### Track usage over the die

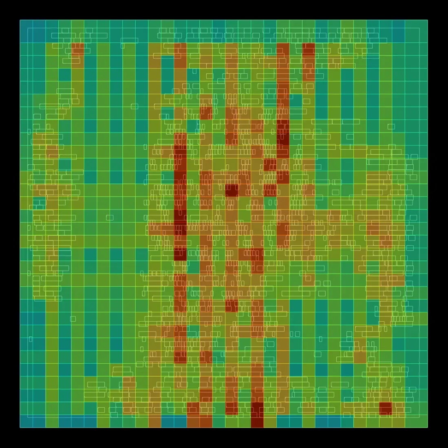
### Sequential cells grouped by signal name

Bar = 50 microns.
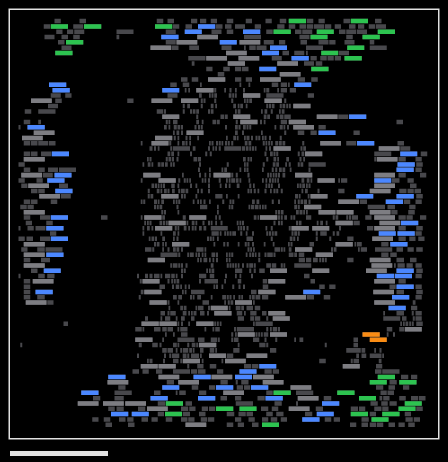
File: src/rtl/cpu_pkg.sv
// Shared CPU front-end definitions: fetch FSM states and default datapath widths.
package cpu_pkg;

    localparam int          PC_W        = 64;
    localparam int          INSTR_W     = 32;
    localparam logic [63:0] RESET_PC    = 64'h0;
    localparam int          INSTR_BYTES = 4;

    typedef enum logic [1:0] {
        REQ,
        WAIT,
        HOLD
    } fetch_state_t;

endpackage

File: src/rtl/if_fetch_unit.sv
// Instruction fetch front end: one outstanding imem request, single-entry
// instruction buffer feeding IF/ID, branch redirect with stale-response drop.
module if_fetch_unit #(
    parameter int               PC_W        = cpu_pkg::PC_W,
    parameter int               INSTR_W     = cpu_pkg::INSTR_W,
    parameter logic [PC_W-1:0]  RESET_PC    = PC_W'(cpu_pkg::RESET_PC),
    parameter int               INSTR_BYTES = cpu_pkg::INSTR_BYTES
) (
    input  logic                clk,
    input  logic                reset,
    input  logic                PCWrite,
    input  logic                Branch_taken,
    input  logic [PC_W-1:0]     Branch_target,
    output logic                imem_req,
    output logic [PC_W-1:0]     imem_addr,
    input  logic                imem_ready,
    input  logic                imem_rvalid,
    input  logic [INSTR_W-1:0]  imem_rdata,
    output logic [PC_W-1:0]     PC_addr,
    output logic [INSTR_W-1:0]  Instruc,
    output logic                IFID_Write,
    output logic                Flush
);

    import cpu_pkg::*;

    fetch_state_t    state_q, state_d;
    logic [PC_W-1:0] pc_q, pc_d;
    logic [PC_W-1:0] req_pc, req_pc_d;
    logic            drop_q, drop_d;
    logic            valid_q, valid_d;
    logic            load_buf;
    logic [PC_W-1:0] target;
    logic            unused_tgt;

    assign target     = {Branch_target[PC_W-1:2], 2'b00};
    assign unused_tgt = ^Branch_target[1:0];

    always_comb begin
        state_d  = state_q;
        pc_d     = pc_q;
        req_pc_d = req_pc;
        drop_d   = drop_q;
        valid_d  = valid_q;
        load_buf = 1'b0;

        case (state_q)
            REQ: begin
                if (imem_ready) begin
                    req_pc_d = pc_q;
                    pc_d     = pc_q + PC_W'(INSTR_BYTES);
                    state_d  = WAIT;
                end
            end
            WAIT: begin
                if (imem_rvalid) begin
                    if (drop_q) begin
                        drop_d  = 1'b0;
                        state_d = REQ;
                    end else begin
                        load_buf = 1'b1;
                        valid_d  = 1'b1;
                        state_d  = HOLD;
                    end
                end
            end
            HOLD: begin
                if (PCWrite) begin
                    valid_d = 1'b0;
                    state_d = REQ;
                end
            end
            default: state_d = REQ;
        endcase

        // A redirect overrides everything above; an in-flight request becomes stale.
        if (Branch_taken) begin
            pc_d     = target;
            valid_d  = 1'b0;
            load_buf = 1'b0;
            case (state_q)
                REQ: begin
                    if (imem_ready) begin
                        drop_d  = 1'b1;
                        state_d = WAIT;
                    end else begin
                        state_d = REQ;
                    end
                end
                WAIT: begin
                    if (imem_rvalid) begin
                        drop_d  = 1'b0;
                        state_d = REQ;
                    end else begin
                        drop_d  = 1'b1;
                    end
                end
                default: state_d = REQ;
            endcase
        end
    end

    always_ff @(posedge clk or posedge reset) begin
        if (reset) begin
            state_q <= REQ;
            pc_q    <= RESET_PC;
            drop_q  <= 1'b0;
            valid_q <= 1'b0;
            PC_addr <= '0;
            Instruc <= '0;
        end else begin
            state_q <= state_d;
            pc_q    <= pc_d;
            drop_q  <= drop_d;
            valid_q <= valid_d;
            if (load_buf) begin
                PC_addr <= req_pc;
                Instruc <= imem_rdata;
            end
        end
    end

    always_ff @(posedge clk) begin
        req_pc <= req_pc_d;
    end

    assign imem_req   = (state_q == REQ) && !reset;
    assign imem_addr  = pc_q;
    assign IFID_Write = valid_q && PCWrite && !Branch_taken;
    // Second term inserts a bubble when the pipeline advances with nothing buffered.
    assign Flush      = !reset && (Branch_taken || (PCWrite && !valid_q));

    a_rvalid_in_wait: assert property (@(posedge clk) disable iff (reset)
        imem_rvalid |-> (state_q == WAIT))
        else $error("imem_rvalid asserted outside WAIT");

endmodule

File: config.mk
export PLATFORM = sky130hd
export DESIGN_NAME = if_fetch_unit
export DESIGN_NICKNAME = d
export VERILOG_FILES = /design/src/rtl/cpu_pkg.sv /design/src/rtl/if_fetch_unit.sv
export SDC_FILE = /design/constraint.sdc
export NUM_CORES = 1
export LEC_CHECK = 0
export ABC_AREA = 1
export CORE_MARGIN = 4
export CORE_UTILIZATION = 24
export CTS_CLUSTER_DIAMETER = 150
export DETAILED_ROUTE_END_ITERATION = 8
export PLACE_DENSITY = 0.53
export SKIP_LAST_GASP = 1
export SYNTH_ARGS = -nofsm -noshare
export SYNTH_HDL_FRONTEND = slang
export SYNTH_SLANG_ARGS = --single-unit
File: constraint.sdc
create_clock -name clk -period 9.3 [get_ports clk]
set_input_delay 2.79 -clock clk [delete_from_list [all_inputs] [get_ports clk]]
set_output_delay 2.79 -clock clk [all_outputs]
set_load 0.02 [all_outputs]
==> results.txt <==
Synthesis and PnR results.

- The relative area of non-clock buffer cells in the final design reads between 10% and 20%.
- The cell sitting at the root of the clock tree is a sky130_fd_sc_hd__clkbuf_16.
- The share of final-layout standard cells stronger than drive strength 1 is 12.8%.
- The cell repeated most along the worst path is sky130_fd_sc_hd__clkdlybuf4s50_1.
- The script computed the net switching share of total power as 33.4%.
- Dividing the synthesized area by the synthesized cell count gives 9.65 sq um.
- For reference, the most critical setup path is categorized as in2out.
- The layout multi-input combinational cell count reads ~740.
- The worst path arrival time reads 4.25 ns.
- The leading cell type by number of instances after synthesis reads sky130_fd_sc_hd__nand2_1.
- Counting instances, the worst hold path has a depth of 1.
- The worst hold margin is 0.474 ns.
- The post-synthesis to final-layout area growth reads 37.3%.
- Per the STA report, the cell with the highest stage delay on the worst path is sky130_fd_sc_hd__clkdlybuf4s50_1.
- The tree built by TritonCTS fans out to between 200 and 250 sinks.
- The violation count after the first detailed-route iteration is 466.
- For the worst-skew pair, the clock arrives at the later sink with an insertion delay of between 0.5 and 0.6 ns.
- The setup TNS is 0 ns.
- The post-cts gate resize count reads 0.
- The detailed-route wire length per cell is 18.1 microns.
- The final layout contains 1477 nets.
- By count the netlist is led by sky130_fd_sc_hd__nand2_1 (289), sky130_fd_sc_hd__dfrtp_1 (160), sky130_fd_sc_hd__nor2_1 (124).
- The non-filler instance count after layout is ~2000.
- The number of OpenROAD warnings reads 28.
- The largest area contributor in the netlist is sky130_fd_sc_hd__dfrtp_1.
- Routability-driven placement finished with a final weighted congestion of between 0.9 and 1.
- The layout inverter count without the clock tree is 124.
- The final timing summary puts the cycle share of the worst path at 75.7%.
- The required time of the critical path is approximately 6.5 ns.
- The power share of the sequential group is 39.4%.
- The actual transition at the worst max-transition pin is 0.987 ns.
- Looking at the hold checks, the worst path lands on PC_addr[36]$_DFFE_PP0P_.
- The report shows a maximum critical-path fanout of 3.
- The synthesis warning total reads 0.
- The area fraction in compound gates reads 4.78%.
- The total number of vias is 8504.
- The total iterations of the first detailed-routing run is 5.
- The die width is 219 microns.
- For this run the detailed placement stage logged an HPWL of approximately 26000 microns.
- The type of the most critical hold path is reg2reg.
- The signal on the critical path passes through clkdlybuf4s50_1 -> nor3_1 -> clkdlybuf4s50_1.
- The number of antenna violations at the first check in global routing is 2.
- The nature of the critical path endpoint reads a primary output.
- The minimum setup slack among reg-to-reg paths is 6.83 ns.
- The buffer_ports step reported a buffer count of about 260.
- The worst path setup slack after routing is about 2.3 ns.
- The stage delay of the slowest cell on the critical path is approximately 0.63 ns.
- The number of hold-slack violations in the final timing report reads 0.
- The area of combinational cells with multiple inputs reads 4200 sq um.
- The internal power contribution reads around 0.0026 W.
- For the worst flop-to-flop path, the logic depth is 6.
- The post-route cell area reads around 15000 sq um.
- The worst hold path startpoint reads req_pc[36]$_DFFE_PP_.
- The setup clock skew after layout is around 0.0080 ns.
- The H-tree depth reported by CTS is 1.
- The total of clock buffers placed in the layout is 32.
- The count of flip-flops and latches is approximately 220.
- Looking at the group totals, the largest power group turns out to be registers.
- In this run, power in the clock network comes to 0.000967 W.
- The count of buffer and inverter cells on the critical path is 2.
- The worst setup path is launched from an input pin.
- The dominant synthesized flop cell reads sky130_fd_sc_hd__dfrtp_1.
- According to the Yosys statistics, the synthesized design has a chip area of between 10000 and 15000 sq um.
- The combinational power is roughly 0.0014 W.
- The number of tap instances is 592.
- The combinational power share is 35.6%.
- Yosys mapped a number of flops with a built-in enable equal to 62.
- The clock input transition at the sequential cells of the worst setup and hold paths reads 0.05 ns.
- The antenna violation net count after detailed routing is 0.
- The number of diodes added for antenna fixing reads 1.
- The count of pins on the block boundary is approximately 270.
- The maximum number of buffers from clock root to sink is 3.
- The number of cells reported by Yosys stat comes to 1110.
- The number of global-route vias before repair is 8664.
- The effective utilization at floorplan is between 20 and 25%.
- For reference, the top cells by area after synthesis are sky130_fd_sc_hd__dfrtp_1 (37%), sky130_fd_sc_hd__edfxtp_1 (17%), sky130_fd_sc_hd__nand2_1 (10%).
- The flow ran to the end, and the final reports show no timing, DRC or antenna violations.
Notes on 'Track usage over the die' above:
GR met2 Demand/Resource: 23.5%
met3 layer usage reported by global route: 2.49%

Notes on 'Sequential cells grouped by signal name' above:
legend:
  PC_addr:
    colour: blue
    placed_flops: 62
    where: all over the die
  Instruc:
    colour: green
    placed_flops: 32
    where: all over the die
  state_q:
    colour: orange
    placed_flops: 2
not coloured: 126
total area of sequential cells: 5870 sq um
reported sequential group power: 0.00152 W
Seq area share: 39.9%

Power is estimated from default activity; no workload was simulated.
